**src/rtl/dot_product_stream_engine_if.sv**
```systemverilog
// Beat/result handshake bundle for dot_product_stream_engine.
// The engine connects via the slave modport; the feeding/consuming side uses master.
interface dot_product_stream_engine_if #(
  parameter int DATA_W = 5,
  parameter int LANES  = 8,
  parameter int ACC_W  = 16
);
  logic              flush;
  logic              in_valid;
  logic              in_ready;
  logic [DATA_W-1:0] in_weight  [LANES-1:0];
  logic [DATA_W-1:0] in_feature [LANES-1:0];
  logic              out_valid;
  logic              out_ready;
  logic [ACC_W-1:0]  partial_product;

  modport master (
    output flush, in_valid, in_weight, in_feature, out_ready,
    input  in_ready, out_valid, partial_product
  );

  modport slave (
    input  flush, in_valid, in_weight, in_feature, out_ready,
    output in_ready, out_valid, partial_product
  );
endinterface

```
**src/rtl/dot_product_stream_engine.sv**
```systemverilog
// Streaming dot product: LANES multiplies per beat, registered lane sum, accumulate over BEATS.
// Optional macro DOT_SAT_EN: saturating accumulation instead of modulo-2^ACC_W wrap.
module dot_product_stream_engine #(
  parameter int DATA_W  = 5,
  parameter int VEC_LEN = 96,
  parameter int LANES   = 8,
  parameter int ACC_W   = 16
) (
  input  logic                      clk,
  input  logic                      rst_n,
  dot_product_stream_engine_if.slave bus
);
  localparam int BEATS  = VEC_LEN / LANES;
  localparam int CNT_W  = (BEATS > 1) ? $clog2(BEATS) : 1;
  localparam int PROD_W = 2 * DATA_W;
  localparam int SUM_W  = PROD_W + $clog2(LANES);

  if ((VEC_LEN % LANES) != 0) begin : g_len_check
    $error("VEC_LEN must be a multiple of LANES");
  end

  logic [CNT_W-1:0] beat_cnt;
  logic             p_valid;
  logic             p_first;
  logic             p_last;
  logic [SUM_W-1:0] p_sum;
  logic [ACC_W-1:0] acc;

  logic             hold;
  logic             accept;
  logic [SUM_W-1:0] lane_sum;
  logic [ACC_W-1:0] acc_base;
  logic [ACC_W-1:0] acc_next;

  // Ready depends only on registered state and the consumer, never on in_valid.
  assign hold         = bus.out_valid && !bus.out_ready;
  assign bus.in_ready = !hold;
  assign accept       = bus.in_valid && bus.in_ready;

  always_comb begin
    lane_sum = '0;
    for (int l = 0; l < LANES; l++) begin
      lane_sum = lane_sum + SUM_W'(PROD_W'(bus.in_weight[l]) * PROD_W'(bus.in_feature[l]));
    end
  end

  assign acc_base = p_first ? '0 : acc;

`ifdef DOT_SAT_EN
  logic [ACC_W:0] acc_sum;
  always_comb begin
    acc_sum  = (ACC_W+1)'(acc_base) + (ACC_W+1)'(p_sum);
    acc_next = acc_sum[ACC_W] ? '1 : acc_sum[ACC_W-1:0];
  end
`else
  always_comb begin
    acc_next = acc_base + ACC_W'(p_sum);
  end
`endif

  always_ff @(posedge clk or negedge rst_n) begin
    if (!rst_n) begin
      beat_cnt            <= '0;
      p_valid             <= 1'b0;
      p_first             <= 1'b0;
      p_last              <= 1'b0;
      p_sum               <= '0;
      acc                 <= '0;
      bus.out_valid       <= 1'b0;
      bus.partial_product <= '0;
    end else if (bus.flush) begin
      // Abort the vector in flight; an already completed result still waits for its handshake.
      beat_cnt <= '0;
      p_valid  <= 1'b0;
      acc      <= '0;
      if (bus.out_valid && bus.out_ready) begin
        bus.out_valid <= 1'b0;
      end
    end else if (!hold) begin
      if (accept) begin
        p_valid  <= 1'b1;
        p_sum    <= lane_sum;
        p_first  <= (beat_cnt == '0);
        p_last   <= (beat_cnt == CNT_W'(BEATS-1));
        beat_cnt <= (beat_cnt == CNT_W'(BEATS-1)) ? '0 : beat_cnt + 1'b1;
      end else begin
        p_valid <= 1'b0;
      end

      if (p_valid) begin
        acc <= acc_next;
      end

      if (p_valid && p_last) begin
        bus.out_valid       <= 1'b1;
        bus.partial_product <= acc_next;
      end else begin
        bus.out_valid <= 1'b0;
      end
    end
  end
endmodule

```
**src/flat_wrapper.sv**
```systemverilog
// flat-port wrapper written by rule: the top's interface ports become plain ports
module dot_product_stream_engine_flat 
#(
  parameter int DATA_W  = 5,
  parameter int VEC_LEN = 96,
  parameter int LANES   = 8,
  parameter int ACC_W   = 16
)
  (clk, rst_n, bus_flush, bus_in_valid, bus_in_weight, bus_in_feature, bus_out_ready, bus_in_ready, bus_out_valid, bus_partial_product);
  dot_product_stream_engine_if #(.DATA_W(DATA_W), .LANES(LANES), .ACC_W(ACC_W)) bus_i ();
  input  logic clk;
  input  logic rst_n;
  input wire logic [$bits(bus_i.flush)-1:0] bus_flush;
  input wire logic [$bits(bus_i.in_valid)-1:0] bus_in_valid;
  input wire logic [$bits(bus_i.in_weight)-1:0] bus_in_weight;
  input wire logic [$bits(bus_i.in_feature)-1:0] bus_in_feature;
  input wire logic [$bits(bus_i.out_ready)-1:0] bus_out_ready;
  output wire logic [$bits(bus_i.in_ready)-1:0] bus_in_ready;
  output wire logic [$bits(bus_i.out_valid)-1:0] bus_out_valid;
  output wire logic [$bits(bus_i.partial_product)-1:0] bus_partial_product;
  assign bus_i.flush = bus_flush;
  assign bus_i.in_valid = bus_in_valid;
  assign bus_i.in_weight = {>>{bus_in_weight}};
  assign bus_i.in_feature = {>>{bus_in_feature}};
  assign bus_i.out_ready = bus_out_ready;
  assign bus_in_ready = bus_i.in_ready;
  assign bus_out_valid = bus_i.out_valid;
  assign bus_partial_product = bus_i.partial_product;
  dot_product_stream_engine #(.DATA_W(DATA_W), .VEC_LEN(VEC_LEN), .LANES(LANES), .ACC_W(ACC_W)) u_core (.clk(clk), .rst_n(rst_n), .bus(bus_i));
endmodule
```
**config.mk**
```make
export PLATFORM = sky130hd
export DESIGN_NAME = dot_product_stream_engine_flat
export DESIGN_NICKNAME = d
export VERILOG_FILES = /design/src/rtl/dot_product_stream_engine_if.sv /design/src/rtl/dot_product_stream_engine.sv /design/src/flat_wrapper.sv
export SDC_FILE = /design/constraint.sdc
export NUM_CORES = 1
export LEC_CHECK = 0
export CAP_MARGIN = 20
export CORE_ASPECT_RATIO = 1.2
export CORE_MARGIN = 8
export CORE_UTILIZATION = 41
export CTS_CLUSTER_DIAMETER = 120
export CTS_CLUSTER_SIZE = 20
export DETAILED_ROUTE_END_ITERATION = 8
export GPL_ROUTABILITY_DRIVEN = 0
export PLACE_DENSITY = 0.61
export SLEW_MARGIN = 20
export SYNTH_ARGS = -nofsm -noshare
export SYNTH_HDL_FRONTEND = slang
export SYNTH_SLANG_ARGS = --single-unit
```
**constraint.sdc**
```tcl
create_clock -name clk -period 6.5 [get_ports clk]
set_clock_uncertainty 0.05 [all_clocks]
set_input_delay 1.95 -clock clk [delete_from_list [all_inputs] [get_ports clk]]
set_output_delay 1.95 -clock clk [all_outputs]
set_load 0.02 [all_outputs]
```
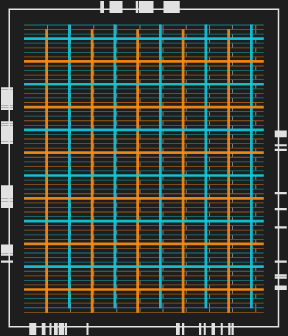
Run 1: floorplan with the power grid
Pins as bars on the die edge. Tap cells in gray.
Key: cyan = VDD; orange = VSS
325 tap cells. 64 met1 rails follow the rows.
die width: 160 microns
Core Region: 24500 sq um
die height: 188 microns

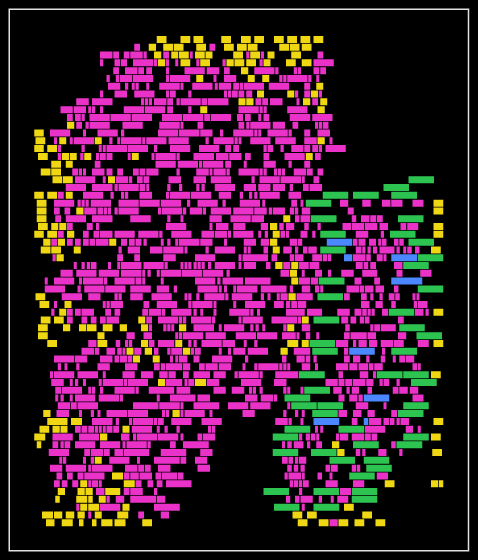
Run 1: cell classes on the final placement
Key: blue = clock drivers and dummy loads [cells 8, share of their area 1.4%]; green = flops [cells 53, share of their area 11%]; magenta = combinational and other logic [cells 1020, share of their area 74%]; yellow = other buffers and delay cells [cells 200, share of their area 14%]

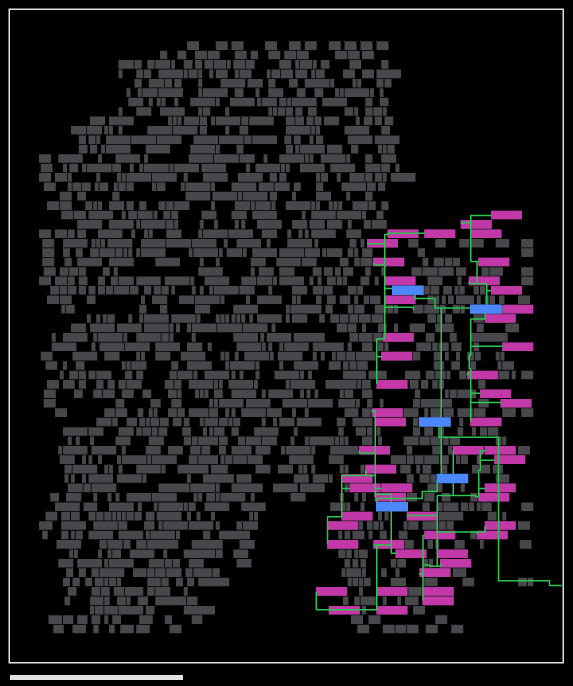
Run 1: clock wires, drivers and flops
Bar = 50 microns.
Key: blue = clock drivers [count 5]; magenta = flip-flops [count 53]; green = clock wires [length 656 microns]
There are 6 routed clock nets.
clk latency late pin: 300 ps

==> summary.txt, run 1 <==
Numbers from the implementation run.

The worst setup path is launched from an input pin. The arrival time of data at the worst endpoint is listed as 9640 ps. The antenna diode count is 0. The number of inverters outside the clock class in the layout is 240.

Per the slew report, the remaining headroom to the max-slew limit stands at 41.7%. According to the finish report, the design has a final net count of 1664. Looking at the max-slew report, the worst-margin pin has a slew of 872 ps. The number of antenna violations at the first check in global routing is 0. By area, logic gates come first. Per the run summary, max-cap violations total 0. The number of hold violations in the final report is 0. The wire-length estimate of the detail-placed layout is 20.4 mm. Post-CTS repair changed the size of 97 cells. The critical path endpoint has a required time of 6590 ps. The number of instances in the synthesized netlist is 1085. The leading cell type by number of instances after synthesis is inv_1. The cell row count is 63. The total CTS buffers is 5. The maximum level of the CTS H-tree is 2.

For this run the aggregate overflow at the end of global routing stands at 0. The placement stage leaves a total instance area of 12400 sq um. For reference, the final report shows the max-slew violation count at 0. The largest stage delay on the critical path is 550 ps. Per the timing report, the most critical flop-to-flop path originates at u_core.p_first$_DFFE_PN0P_.

The design area is 12800 sq um. By startpoint and endpoint, the worst setup path is classified as input pin to register. The layout overhead on the synthesized area is 26.2%.

The logic area is 8250 sq um. In this run the critical register-to-register path is captured at u_core.bus.partial_product[12]$_DFFE_PN0P_. The worst hold slack across all endpoints is 426 ps. The chip area from the yosys synthesis statistics is 10200 sq um.

The final reports fail on setup timing. For the finished layout, the period the worst path requires is 9550 ps. The pre-CTS setup check shows a worst slack of -4040 ps. The worst setup path is captured at a register.

The count of non-filler cells in the finished layout is 1606. The sum of met3 wire segment lengths after detailed routing is 435 microns. Total global-route track usage over all layers is 15.3%.

The top routing layer in use is met4. Yosys mapped the design onto 57 distinct sky130hd cell types. The clock tree buffer count of the final layout is 5. Setup repair after global routing could not meet its margin everywhere. The maximum clock frequency is 105 MHz.

Yosys mapped a number of flops with a built-in enable equal to 0. The clock passes through at most 2 buffers. For this configuration, the core starts out at a cell density of 41.4%. For the final routed database, the setup TNS stands at -28800 ps. The total I/O pin count is 103.

The DRC violation total after the first TritonRoute iteration is 258. The busiest layer in global routing is met2. The clock drives 53 sinks. The cell sitting at the root of the clock tree is a clkbuf_16. Once routing completed, OpenROAD measured the worst setup slack at -3050 ps. The critical path starts at bus_in_feature[5].

The slowest library cell on the worst path is fa_1. In the layout the commonest cells are 224 x inv_1, 170 x fa_1, 131 x and2_1. For this run, the number of Yosys warnings is 0. Sorting the synthesized cells by area gives the leading types as fa_1 34%, ha_1 16%, dfrtp_1 13%, inv_1 8.8%, and2_1 8.5%. The post-route core utilization is 52.3%.

The global routing met3 resource utilization is 1.48%. The clock slew at the register clock pins of the worst setup and hold paths is 70 ps. The multi-input logic cell count is 780. The instance count along the most critical hold path is 2. The detailed-route wire length per cell is 13.8 microns.

In the final layout, multi-input gates take up 64.3% of the cell area. The residual antenna-violating net count after detailed routing is 0. The flip-flop and latch count after synthesis is 53.

The async set-reset flop share out of synthesis is 100%. Fill cells in the final layout number 2279. The largest registers in the layout are u_core.acc: 16 flops, u_core.bus.partial_product: 16 flops, u_core.p_sum: 13 flops. The final critical path takes up 147% of the cycle. The floorplan net count is 1469. TritonCTS built the clock tree. The count of inserted tapcells is 325. In the final layout, non-clock buffers account for 13.8% of the cell area. Wire segments on met2 add up to 11.9 mm in the final route. The total wire length is 22.2 mm. Entering global routing, the biggest net connects 54 pins. The final timing report counts setup violations totalling 11. The capture point of the critical path was reported as u_core.p_sum[11]$_DFFE_PN0P_. The count of sequential standard cells is 53. The tally of OpenROAD warnings is 30. The count of cells along the worst register-to-register path is 9. Post-CTS timing repair inserted 6 buffers for setup. The mapped netlist covers 10200 sq um. The fraction of cell area in sequential cells is reported as 10.3%. The post-synthesis sequential area ratio is 13.1%. Note that the worst hold path type here is register to register. The length of routed wiring on met1 is 9.74 mm.

Each instance of the synthesized netlist takes up on average 9.36 sq um. The flow ran to the end, but the final reports show violations. The number of vias per cell is 4.67. Counting stages on the worst path, the most repeated cell is fa_1.
[run 1: worst max-delay path, delay by kind of cell]
family	cells	cell delay [ps]
fa+ha+maj	13	5970
xor+xnor	1	110
buf+inv	10	570
simple gates	4	370
compound gates	5	650
[run 1: cells by family (layout without fill, tap and decap cells)]
logic type,count (synthesis),after routing,share of synthesized area [%]
compound gates,114,114,7.59
xor+xnor,24,24,2.07
fa+ha+maj,299,299,49.5
buf+inv,252,448,9.36
flops,53,53,13.1
mux,15,15,1.66
simple gates,328,328,16.8
==> run 2, diff against run 1 <==
--- a/config.mk
+++ b/config.mk
@@ -6,14 +6,16 @@
 export NUM_CORES = 1
 export LEC_CHECK = 0
 export CAP_MARGIN = 20
+export CELL_PAD_IN_SITES_DETAIL_PLACEMENT = 0
+export CELL_PAD_IN_SITES_GLOBAL_PLACEMENT = 2
 export CORE_ASPECT_RATIO = 1.2
 export CORE_MARGIN = 8
-export CORE_UTILIZATION = 41
+export CORE_UTILIZATION = 34
 export CTS_CLUSTER_DIAMETER = 120
 export CTS_CLUSTER_SIZE = 20
 export DETAILED_ROUTE_END_ITERATION = 8
 export GPL_ROUTABILITY_DRIVEN = 0
-export PLACE_DENSITY = 0.61
+export PLACE_DENSITY = 0.79
 export SLEW_MARGIN = 20
 export SYNTH_ARGS = -nofsm -noshare
 export SYNTH_HDL_FRONTEND = slang
==> constraint.sdc (replaced) <==
create_clock -name clk -period 8 [get_ports clk]
set_clock_uncertainty 0.05 [all_clocks]
set_input_delay 2.4 -clock clk [delete_from_list [all_inputs] [get_ports clk]]
set_output_delay 2.4 -clock clk [all_outputs]
set_load 0.02 [all_outputs]
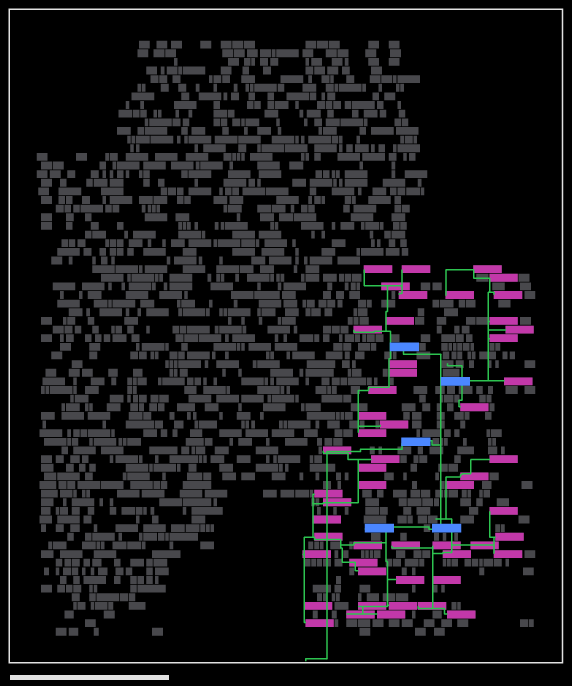
Run 2: clock wires, drivers and flops
Bar = 50 microns.
Key: green = clock wires [length 718 microns]; blue = clock drivers [count 5]; magenta = flip-flops [count 53]
There are 6 routed clock nets.

==> run 2 against run 1 <==
Net effect:
- synthesized area is the same
- critical path type unchanged
- routed wire length grew 8.3%
- largest cell class unchanged
- the run still ends with setup timing left
- highest routed layer unchanged
- cell area shrank 0.21%
- critical endpoint unchanged
- flip-flop count is the same
==> summary.txt, run 2 <==
Numbers from the implementation run.

The longest incremental delay of any stage on the critical path is reported as 540 ps. The synthesis report gives the async set-or-reset register share as 100%. The final net count is 1660. The remaining global-route overflow is 0. The biggest area consumer among synthesized cells is fa_1. The portion of the clock cycle consumed by the worst path in the final layout is 126%. The flow ran to the end, but the final reports show violations. At the pin with the least slew margin, the transition time is 1080 ps. The first detailed-routing pass took 5 iterations. The type of origin of the critical path is an input pin. The total I/O pin count is 103. The total CTS buffers is 5. The critical path contains buffers and inverters numbering 7 combined. For reference, the top cells by area after synthesis are fa_1 34%, ha_1 16%, dfrtp_1 13%, inv_1 8.8%, and2_1 8.5%. Yosys reports the multiplexer fraction of the synthesized area as 1.66%. The number of hold violations in the final report is 0.

The floorplan net count is 1469. The type recorded for the worst min-delay path is register to register. Yosys printed 0 warnings. The post-route core utilization is 43.3%. Of the total synthesized cell area, the portion taken by AND-OR and OR-AND cells is 7.59%.

The repair_antennas step left the layout with diodes totalling 0. Adding up every negative setup slack in the final design gives -17760 ps. Sequential cells make up 10.4% of the cell area. The largest registers in the layout are u_core.acc: 16 flops, u_core.bus.partial_product: 16 flops, u_core.p_sum: 13 flops. The clock net sink count is 53. The clock latency reported for the late side of the worst-skew pair is 300 ps. In this run the tightest slew margin relative to its limit is 27.6%. The maximum clock frequency is 99.6 MHz. The dominant kind of cell is logic gates.

The overall track demand over capacity in global routing is 13.8%. The count of inserted tapcells is 390. The tally of filler cells in the layout is 2962.

The post-synthesis sequential area ratio is 13.1%. The initialized floorplan defines 69 standard-cell rows.

The smallest clock period supported by the final layout is computed as 10040 ps. The first element of the critical path is bus_in_feature[1].

The mean area per synthesized cell is 9.36 sq um. The detailed router finished its first iteration with 240 violations. met3 track demand over resource after global routing is 1.08%. Multi-input combinational cells in the finished layout were counted as 780. The unique cell type count in the Yosys netlist is 57. Leaving out fill and tap cells, the most frequent cells in the layout are 228 x inv_1, 169 x fa_1, 134 x and2_1. In the detailed route, the total length drawn on met2 is 13.2 mm. The maximum level of the CTS H-tree is 2. Setup repair after global routing could not meet its margin everywhere.

CTS placed an instance of clkbuf_16 at the clock tree root. The required time at the worst-slack endpoint is 8130 ps. For this run, the final setup violation count is recorded as 10. In this run, synthesis inferred 0 flip-flops with an integrated enable. The count of non-CTS buffers in the layout is 196. STA on the placed design reports a worst setup slack of -2990 ps. After detailed routing, the total wire length is 24.0 mm. For reference, the most critical setup path is categorized as input pin to register. Leaving out the clock tree, the finished layout contains an inverter count of 240. The overall die width is 174 microns.

Per the layout area report, the register area comes to 1330 sq um. The clock tree buffer count of the final layout is 5. The area fraction in xor and xnor cells is 2.07%. The clock passes through at most 2 buffers. The residual antenna-violating net count after detailed routing is 0.

The layout overhead on the synthesized area is 25.9%. The fraction of area in multi-input gates is 64.1%. The final timing report gives a worst setup slack of -2040 ps. The worst hold slack across all endpoints is 428 ps.

The synthesis stats list as the most numerous cell inv_1. STA lists the startpoint of the worst register-to-register path as u_core.p_first$_DFFE_PN0P_. The family with the most delay on the worst path is adder cells.

The area fraction in and, or, nand and nor cells after synthesis is 16.8%. Entering global routing, the biggest net connects 54 pins. The floorplan step records an initial core utilization of 34.4%. In the final layout, non-clock buffers account for 13.5% of the cell area. The chip area from the yosys synthesis statistics is 10200 sq um. The cell seen most often among critical-path stages is fa_1.

The post-synth register bit count is 53. Leaving out filler cells and counting taps, the final layout contains 1667. The first global-routing pass estimated 41.0 mm of wire. TritonCTS built the clock tree. The adder-cell area share of the yosys netlist is 49.5%. The design area is 12800 sq um. The number of vias per cell is 4.50. The number of antenna violations at the first check in global routing is 0. Measured along the y axis, the die boundary spans 205 microns. The checks that failed: setup timing.

The final timing report lists a max-slew violation count of 0. The detailed placer's ending HPWL is 21.9 mm. For this design, the slowest cell found on the critical path is fa_1. The timing report gives the clock slew at the launch and capture registers of the worst setup and hold paths as 70 ps. Summing over the stages, the warning tally comes to 30. The number of instances in the synthesized netlist is 1085. Among the non-sequential cells, adder cells take the most area. The worst setup path is captured at a register. The logic area is 8200 sq um.
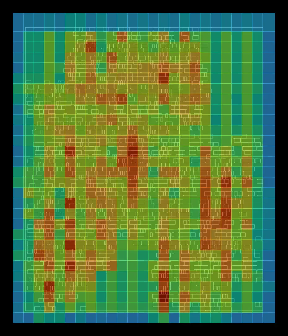
Run 2: track usage over the die
routing layer with the top usage in global route: met2
Avg WL per Cell: 14.4 microns
met1 routing resource usage after global routing: 16.3%

## run 2: cell counts after synthesis
Identical to the previous run, type by type.
## run 2: worst paths after layout
path | to | cells past startpoint | slack [ps]
setup reg to reg | u_core.bus.partial_product[12]$_DFFE_PN0P_ | 9 | 4870
max in group asynchronous | u_core.p_sum[6]$_DFFE_PN0P_ | 2 | 5270
setup / recovery | u_core.p_sum[11]$_DFFE_PN0P_ | 30 | -2040
min in group asynchronous | u_core.beat_cnt[1]$_DFFE_PN0P_ | 2 | 2170
hold reg to reg | u_core.bus.partial_product[15]$_DFFE_PN0P_ | 2 | 430
hold / removal | u_core.bus.partial_product[15]$_DFFE_PN0P_ | 2 | 430
## run 2: repair_timing
item,in CTS,in global routing
resized,88,21
buffers inserted,3,0
endpoints found under the setup margin,11,11
pin swaps,55,22
==> run 3, diff against run 2 <==
--- a/config.mk
+++ b/config.mk
@@ -11,7 +11,7 @@
 export CORE_ASPECT_RATIO = 1.2
 export CORE_MARGIN = 8
 export CORE_UTILIZATION = 34
-export CTS_CLUSTER_DIAMETER = 120
+export CTS_CLUSTER_DIAMETER = 40
 export CTS_CLUSTER_SIZE = 20
 export DETAILED_ROUTE_END_ITERATION = 8
 export GPL_ROUTABILITY_DRIVEN = 0
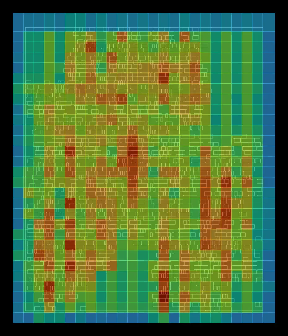
Run 3: track usage over the die
final core utilization: 43.3%
Total Routing Usage GR: 13.8%
GR met2 Demand/Resource: 27.3%
met3 capacity usage during global routing: 1.08%

==> run 3 against run 2 <==
Net effect:
- the run still ends with setup timing left
- cell area did not move
- die size did not move
- first-iteration DRC count did not move
- global-route usage did not move
- register-to-register slack barely moved
- via count did not move
- clock-buffer cell count did not move
- worst setup slack did not move
==> summary.txt, run 3 <==
Numbers from the implementation run.

The worst setup path is of the input pin to register kind. Ranking logic cells in the layout by count gives the top entries 228 x inv_1, 169 x fa_1, 134 x and2_1. Per the post-synthesis report, the nets total 1469. The count of inserted tapcells is 390. Endpoints failing hold in the final report were tallied at 0. Row generation in the floorplan step produced 69 rows. The portion of the clock cycle consumed by the worst path in the final layout is 126%.

The slowest library cell on the worst path is fa_1. The top routing layer in use is met4. The maximum level of the CTS H-tree is 2.

The mean area per synthesized cell is 9.36 sq um. The chip area from the yosys synthesis statistics is 10200 sq um. The class of the tightest hold or removal check is register to register. The residual antenna-violating net count after detailed routing is 0.

The placed instances occupy a cell area of 12400 sq um. The count of sequential standard cells is 53. Clock tree synthesis found a total of 53 sinks. The required time at the worst-slack endpoint is 8130 ps. On the critical path the largest part of the delay comes from adder cells. On met1, the global router reports a usage of 16.3%. The post-CTS setup repair buffer count is 3. For this run, the final setup violation count is recorded as 10. The port buffer count is 102. The number of max-cap violations is 0. Along the worst hold path, the cell count comes to 2. The iteration count recorded for the first detailed-route pass is 5.

The sum of met3 wire segment lengths after detailed routing is 443 microns. The number of flops mapped to enable cells by yosys is 0. The biggest area consumer among synthesized cells is fa_1. The overall die width is 174 microns.

The number of cells on the critical path is 30. Per the layout report, the design carries 240 non-clock inverters. Looking at the hold checks, the worst path lands on u_core.bus.partial_product[15]$_DFFE_PN0P_.

In the final layout, flip-flops and latches occupy 1330 sq um. The tally of OpenROAD warnings is 30. The final reports fail on setup timing. The main area contributors are fa_1 34%, ha_1 16%, dfrtp_1 13%, inv_1 8.8%, and2_1 8.5%. The remaining global-route overflow is 0.

The detailed-route wire length per cell is 14.4 microns. Setup slack on the critical path of the routed design comes to -2040 ps. The flip-flop and latch count after synthesis is 53.

The CTS tree is done. The layout overhead on the synthesized area is 25.9%. STA reports a reg2reg setup slack of 4870 ps. At the end of the flow, the number of nets in the layout was 1660. The count of non-filler cells in the finished layout is 1667. The clock buffers instantiated in the layout total 5. The clock slew at the register clock pins of the worst setup and hold paths is 70 ps. The pin count of the biggest net entering global routing is 54.

The detailed placer's ending HPWL is 21.9 mm. The run finished, with violations left. OpenSTA lists the critical path endpoint as u_core.p_sum[11]$_DFFE_PN0P_.

The clock passes through at most 2 buffers. Once the floorplan was initialized, standard cells occupied 34.4% of the core. The pin closest to its max-slew limit shows a slew of 1080 ps. The reg-to-reg endpoint is u_core.bus.partial_product[12]$_DFFE_PN0P_. The first global-routing pass estimated 41.0 mm of wire.

The post-cts repair resize count is 88. The logic area is 8200 sq um. STA on the placed design reports a worst setup slack of -2990 ps. The cell seen most often among critical-path stages is fa_1.

The length of routed wiring on met1 is 10.2 mm. The script reports the combined buffer and inverter count of the critical path as 7. Clock latency on the worst-skew pair, taken at its later pin, is 300 ps.

Counting I/O delays and the setup requirement, the final critical path takes 10040 ps. Clock tree synthesis inserted a total of 5 buffers. The buffer share of cell area is 13.5%. The number of instances in the synthesized netlist is 1085. The number of vias per cell is 4.50. Setup repair after global routing could not meet its margin everywhere.

The largest stage delay on the critical path is 540 ps. The arrival time at the worst endpoint is 10180 ps. The number of antenna violations at the first check in global routing is 0. Of all flip-flops after synthesis, the portion carrying an async set or reset was 100%. The worst-case headroom to the max-slew limit is 27.6%. In this run the count of I/O pins placed on the die edge is 103. The worst hold slack across all endpoints is 428 ps.

The startpoint of the lowest-slack register-to-register path is u_core.p_first$_DFFE_PN0P_. STA classifies the critical path startpoint as an input pin. The detailed router reports a met2 wire length of 13.2 mm. The height of the die is 205 microns. Looking at the area split, the leading class of cells is logic gates. The total standard cell area after synthesis is 10200 sq um. In the final timing run, aggregate negative setup slack is -17760 ps. Summing the sequential cell areas from Yosys gives 13.1% of the chip area. In this run the worst setup path begins at bus_in_feature[1]. The unique cell type count in the Yosys netlist is 57.
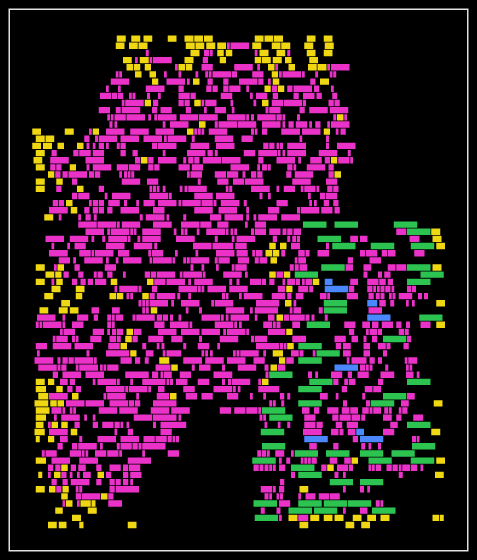
Run 3: cell classes on the final placement
Key: yellow = other buffers and delay cells [cells 196, share of their area 14%]; blue = clock drivers and dummy loads [cells 8, share of their area 1.3%]; green = flops [cells 53, share of their area 11%]; magenta = combinational and other logic [cells 1020, share of their area 74%]
Core Region: 29500 sq um
Final Cell Area: 12800 sq um
fraction of standard cell area that is sequential: 10.4%

[run 3: cell counts after synthesis]
No cell type changed its count.
[run 3: worst register-to-register path: stages, from the launching register on]
cell and delay, ps:
dfrtp_1 810, nor2b_1 120, ha_1 260, fa_1 470, a211oi_2 270, o21ai_0 160, a31oi_1 330, o21ai_1 110
xor2_1 170, mux2_2 270
[run 3: kinds of logic after synthesis]
family          after synthesis  synth area share (%)
compound gates              114                  7.59
xor+xnor                     24                  2.07
fa+ha+maj                   299                  49.5
buf+inv                     252                  9.36
flops                        53                  13.1
mux                          15                  1.66
simple gates                328                  16.8
